## src/rtl/phys_free_list.sv

```systemverilog
// phys_free_list: circular free list of physical register tags for the rename stage.
// Allocation pops the head, commit-time frees push at the tail, and a committed
// head pointer lets a flush hand back every speculative allocation in one cycle.
// Optional protocol checking is built when FREELIST_CHECK_EN is defined; otherwise
// err is tied low and no checking logic exists.
//
// Handshake: alloc_valid is the ready/valid indication for rename. A grant happens
// exactly when alloc_req && alloc_valid on a rising edge; alloc_phys_rd is
// combinational from the head entry and is latched by the consumer on that edge.
// free_en / commit_en are single-cycle pulses with no back-pressure.
module phys_free_list #(
    parameter int NUM_PHYS = 64,
    parameter int NUM_ARCH = 32,
    localparam int PW    = $clog2(NUM_PHYS),
    localparam int DEPTH = NUM_PHYS - NUM_ARCH,
    localparam int AW    = $clog2(DEPTH),
    localparam int CW    = $clog2(DEPTH) + 1
) (
    input  logic          clk,
    input  logic          reset,
    input  logic          alloc_req,
    output logic          alloc_valid,
    output logic [PW-1:0] alloc_phys_rd,
    input  logic          free_en,
    input  logic [PW-1:0] free_phys_rd,
    input  logic          commit_en,
    input  logic          flush,
    output logic [CW-1:0] free_count,
    output logic          full,
    output logic          empty,
    output logic          err
);

    // DEPTH must be a power of two: pointers wrap by natural overflow.

    logic [PW-1:0] r_entry [DEPTH];
    logic [AW-1:0] r_head;
    logic [AW-1:0] r_tail;
    logic [AW-1:0] r_commit_head;
    logic [CW-1:0] r_free_count;
    logic [CW-1:0] r_inflight;

    logic          w_alloc_fire;
    logic          w_free_ok;
    logic          w_commit_ok;
    logic [AW-1:0] w_commit_head_nxt;
    logic [CW-1:0] w_inflight_cmt;

    assign full          = (r_free_count == CW'(DEPTH));
    assign empty         = (r_free_count == '0);
    assign free_count    = r_free_count;
    assign alloc_valid   = !empty && !flush;
    assign alloc_phys_rd = r_entry[r_head];

    // A grant that leaves the list in the same cycle makes room for a free,
    // so a full list still accepts a free when an allocation fires alongside it.
    assign w_alloc_fire  = alloc_req && alloc_valid;
    assign w_free_ok     = free_en && (!full || w_alloc_fire);
    assign w_commit_ok   = commit_en && (r_inflight != '0);

    // Commit is applied before a flush restore in the same cycle.
    assign w_commit_head_nxt = r_commit_head + AW'(w_commit_ok);
    assign w_inflight_cmt    = r_inflight - CW'(w_commit_ok);

    // Tag storage: reset maps the upper tags into the list; frees write at tail.
    always_ff @(posedge clk or negedge reset) begin
        if (!reset) begin
            for (int i = 0; i < DEPTH; i++) begin
                r_entry[i] <= PW'(NUM_ARCH + i);
            end
        end else if (w_free_ok) begin
            r_entry[r_tail] <= free_phys_rd;
        end
    end

    // Tail pointer advances on every accepted free, flush or not.
    always_ff @(posedge clk or negedge reset) begin
        if (!reset) begin
            r_tail <= '0;
        end else if (w_free_ok) begin
            r_tail <= r_tail + AW'(1);
        end
    end

    // Committed head tracks retired allocations; it is the flush restore point.
    always_ff @(posedge clk or negedge reset) begin
        if (!reset) begin
            r_commit_head <= '0;
        end else begin
            r_commit_head <= w_commit_head_nxt;
        end
    end

    // Speculative head: advances on grant, snaps back to the committed head on flush.
    always_ff @(posedge clk or negedge reset) begin
        if (!reset) begin
            r_head <= '0;
        end else if (flush) begin
            r_head <= w_commit_head_nxt;
        end else begin
            r_head <= r_head + AW'(w_alloc_fire);
        end
    end

    // Free count and in-flight count; a flush returns all uncommitted tags.
    always_ff @(posedge clk or negedge reset) begin
        if (!reset) begin
            r_free_count <= CW'(DEPTH);
            r_inflight   <= '0;
        end else if (flush) begin
            r_free_count <= r_free_count + CW'(w_free_ok) + w_inflight_cmt;
            r_inflight   <= '0;
        end else begin
            r_free_count <= r_free_count + CW'(w_free_ok) - CW'(w_alloc_fire);
            r_inflight   <= w_inflight_cmt + CW'(w_alloc_fire);
        end
    end

`ifdef FREELIST_CHECK_EN
    logic [AW-1:0] w_off [DEPTH];
    logic          w_double_free;
    logic          w_err_set;
    logic          r_err;

    // Distance of each slot from the head; slots with distance < free_count hold free tags.
    always_comb begin
        for (int i = 0; i < DEPTH; i++) begin
            w_off[i] = AW'(i) - r_head;
        end
    end

    // Double free: the returned tag already sits in the free region. The head slot
    // is excluded when it is being granted this cycle, since that tag is leaving.
    always_comb begin
        w_double_free = 1'b0;
        for (int i = 0; i < DEPTH; i++) begin
            if (({1'b0, w_off[i]} < r_free_count) &&
                !(w_alloc_fire && (w_off[i] == '0)) &&
                (r_entry[i] == free_phys_rd)) begin
                w_double_free = 1'b1;
            end
        end
    end

    assign w_err_set = (free_en && full && !w_alloc_fire) ||
                       (commit_en && (r_inflight == '0)) ||
                       (alloc_req && !alloc_valid && !flush) ||
                       (free_en && w_double_free);

    // Sticky protocol error flag, cleared only by reset.
    always_ff @(posedge clk or negedge reset) begin
        if (!reset) begin
            r_err <= 1'b0;
        end else if (w_err_set) begin
            r_err <= 1'b1;
        end
    end

    assign err = r_err;
`else
    assign err = 1'b0;
`endif

endmodule

```

## config.mk

```make
export PLATFORM = sky130hd
export DESIGN_NAME = phys_free_list
export DESIGN_NICKNAME = d
export VERILOG_FILES = /design/src/rtl/phys_free_list.sv
export SDC_FILE = /design/constraint.sdc
export NUM_CORES = 1
export LEC_CHECK = 0
export CORE_AREA = 2 2 134 169
export CTS_BUF_LIST = sky130_fd_sc_hd__clkbuf_16
export CTS_CLUSTER_DIAMETER = 200
export DETAILED_ROUTE_END_ITERATION = 10
export DIE_AREA = 0 0 136 171
export PLACE_DENSITY = 0.77
export RECOVER_POWER = 50
export SYNTH_ARGS = -nofsm -noshare
export SYNTH_HDL_FRONTEND = slang
export SYNTH_SLANG_ARGS = --single-unit
```

## constraint.sdc

```tcl
create_clock -name clk -period 8.31 [get_ports clk]
set_input_delay 2.493 -clock clk [delete_from_list [all_inputs] [get_ports clk]]
set_output_delay 2.493 -clock clk [all_outputs]
set_load 0.02 [all_outputs]
```

==> summary.txt <==
Outcome = complete, but fails checks
FP Util = 48.9%
Dpl cells = 1,053
Worst Tran Pin Value = 3.19 ns
Post-cts repair resize count = 0
Hold crit path type = reg -> reg
I/O Buffers = 26
Seq/Total Area, Yosys = 52.6%
Yosys cell count = 780
Hpwl dp = 13,900 um
Failing checks = capacitance limit, slew limit
Flops after synth = 219
Max_cap viols = 2
OpenROAD warning count = 31
Gate Area = 0.00482 mm^2
Hold_buf cts = 0
Dominant register cell = dfstp_2
Fmax = 150 MHz
Slew Viols, Final = 117
Ys Warns = 0
Crit path launch type = input port
[worst paths after layout]
path	startpoint	endpoint	slack (ns)	cells after the start
setup reg to reg	r_inflight[3]	free_count[5]	4.78	11
hold reg to reg	r_commit_head[4]	r_commit_head[4]	0.48	1
setup / recovery	flush	alloc_valid	1.64	3
hold / removal	r_commit_head[4]	r_commit_head[4]	0.48	1
max in group asynchronous	reset	r_head[0]	2.26	2
min in group asynchronous	reset	r_entry[90]	2.06	1
[metrics by stage]
stage               utilization, %  cell area [um^2]  setup WS (ns)  hold slack (ns)
global route                  54.4             11900           1.47            0.516
detailed placement            51.2             11200           1.68            0.481
finish                        54.4             11900           1.64            0.485
global placement              51.2             11200           1.67            0.481
CTS                           54.5             11900           1.68            0.492
floorplan                        -             10700           2.83            0.444
[per-layer routing]
metal	vias up	global-route usage, %	part of all wire (%)
met5	-	0	0
met4	0	6.39	2.6
met3	35	2.19	2.9
met2	98	34.8	53
met1	3240	23.5	41
li1	2870	-	-
[critical path: stages]
cell and delay [ns]:
dlygate4sd3_1 1.02, nor2_1 0.11, clkdlybuf4s50_1 0.56
[cells in the mapped netlist, types with 15 or more instances]
master	instances	area [um^2]
xnor2_1	15	131
a21oi_1	15	75.1
clkbuf_1	30	113
dfstp_2	113	2970
ha_1	19	238
dfrtp_1	106	2650
inv_1	16	60.1
nand2_1	56	210
mux2i_1	60	601
nand3_1	26	130
mux4_2	24	541
mux2_2	195	2200
[report_power, final]
group,internal (mW),switching [mW],total [mW]
clock,0.566,0.411,0.976
combinational,1.05,0.898,1.95
sequential,1.76,0.351,2.11
[layout make-up]
type | instances | area share [%]
clock inverters | 18 | 1.15
flip-flops and latches | 219 | 47.3
clock buffers | 23 | 4.84
well taps | 283 | 2.98
inverters | 16 | 0.505
repair buffers | 34 | 2.66
multi-input cells | 501 | 40.5
[registers in the layout (all words and copies together) (netlist names)]
| signal | count |
|---|---|
| r_entry | 192 |
| free_count | 6 |
| r_inflight | 6 |
| r_commit_head | 5 |
| r_head | 5 |
| r_tail | 5 |
[cell families after synthesis]
logic type | count (synthesis) | share of synthesized area, %
multiplexers | 279 | 31.2
other | 1 | 0.0351
AND/OR/NAND/NOR | 118 | 5.29
buffers and inverters | 60 | 2.28
AND-OR/OR-AND | 58 | 3.92
XOR/XNOR | 25 | 2.18
flip-flops | 219 | 52.6
adder cells (fa/ha/maj) | 20 | 2.41
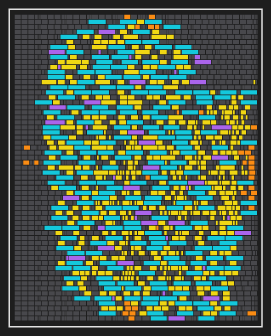
(images/placement_by_type.png)
Fill, decap, tap and diode cells in grey.
combinational and other logic -> yellow  # cells 517, share of their area 42%
clock drivers and dummy loads -> purple  # cells 41, share of their area 6.2%
remaining buffers and delay cells -> orange  # cells 34, share of their area 2.7%
sequential cells -> cyan  # cells 219, share of their area 49%
design area: 0.0119 mm^2
Core Region: 0.0218 mm^2
row count: 61
Final Core Density: 54.4%

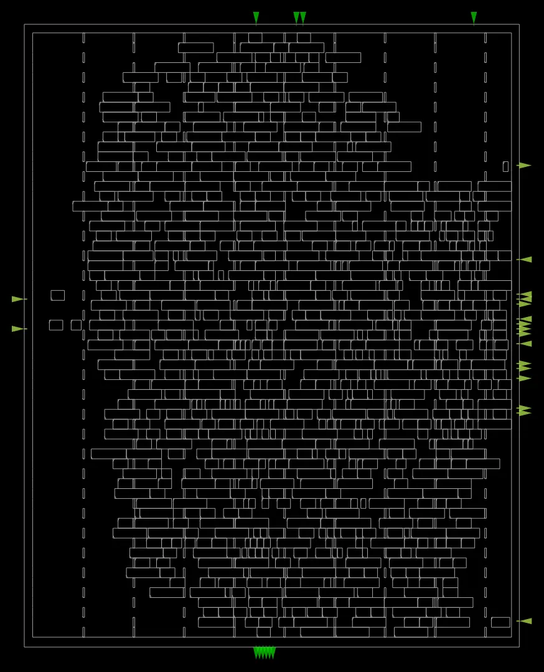
(images/placement.png)
Finished Layout Cells: 1,094
fill count: 1,839
# Taps: 283
flop share of the area: 47.3%
Seq cells: 219

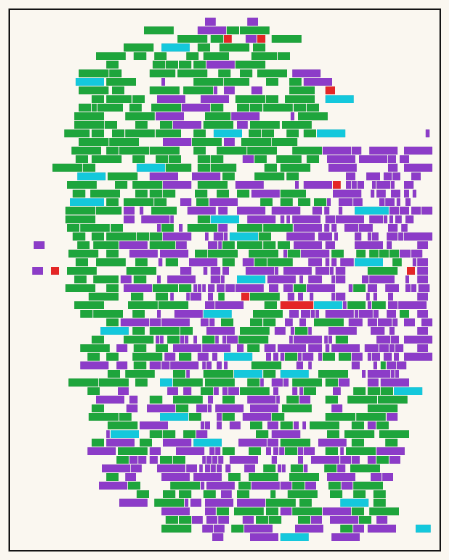
(images/sizes.png)
_2 cells -> green  # cells 345, share 43%
_6 and larger -> cyan  # cells 27, share 3.3%
_0 and _1 cells -> purple  # cells 431, share 53%
_3 and _4 cells -> red  # cells 8, share 0.99%
final worst setup slack: 1.64 ns
Non-clk bufs: 34
area grow syn2layout: 11.3%

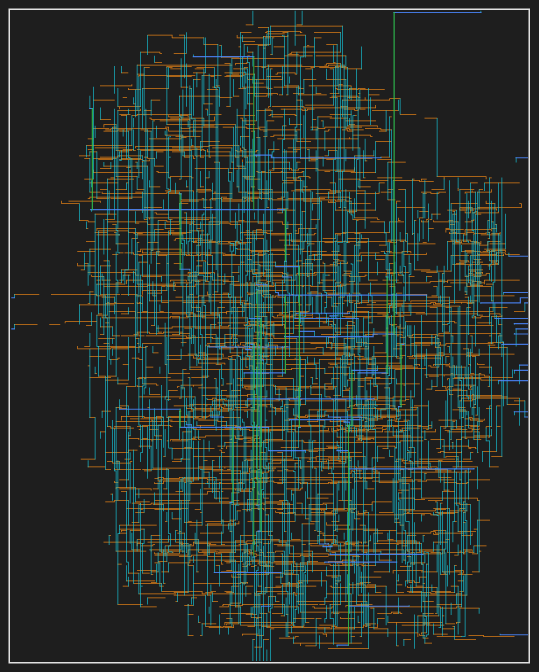
(images/wires.png)
metal 2 -> cyan  # wire length 11,500 um
metal 1 -> orange  # wire length 8,830 um
metal 4 -> green  # wire length 554 um
metal 3 -> blue  # wire length 618 um
routed via count: 6,243
drt total wl: 21,500 um
Total GRT Usage: 19.2%
DR WL/cell: 19.6 um

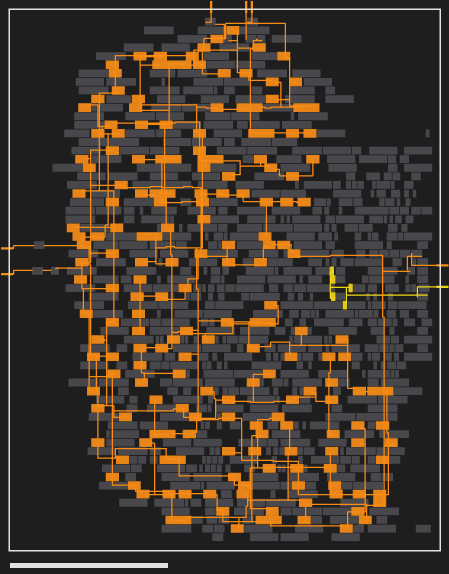
(images/io_fan.png)
Bar = 50 um.
free_en -> yellow  # direction input, edge east, end cells 5, buffers 1, wire 59.5 um
free_phys_rd -> orange  # direction input, edge 3 north, 2 west, 1 east, end cells 192, buffers 10, wire 2,500 um

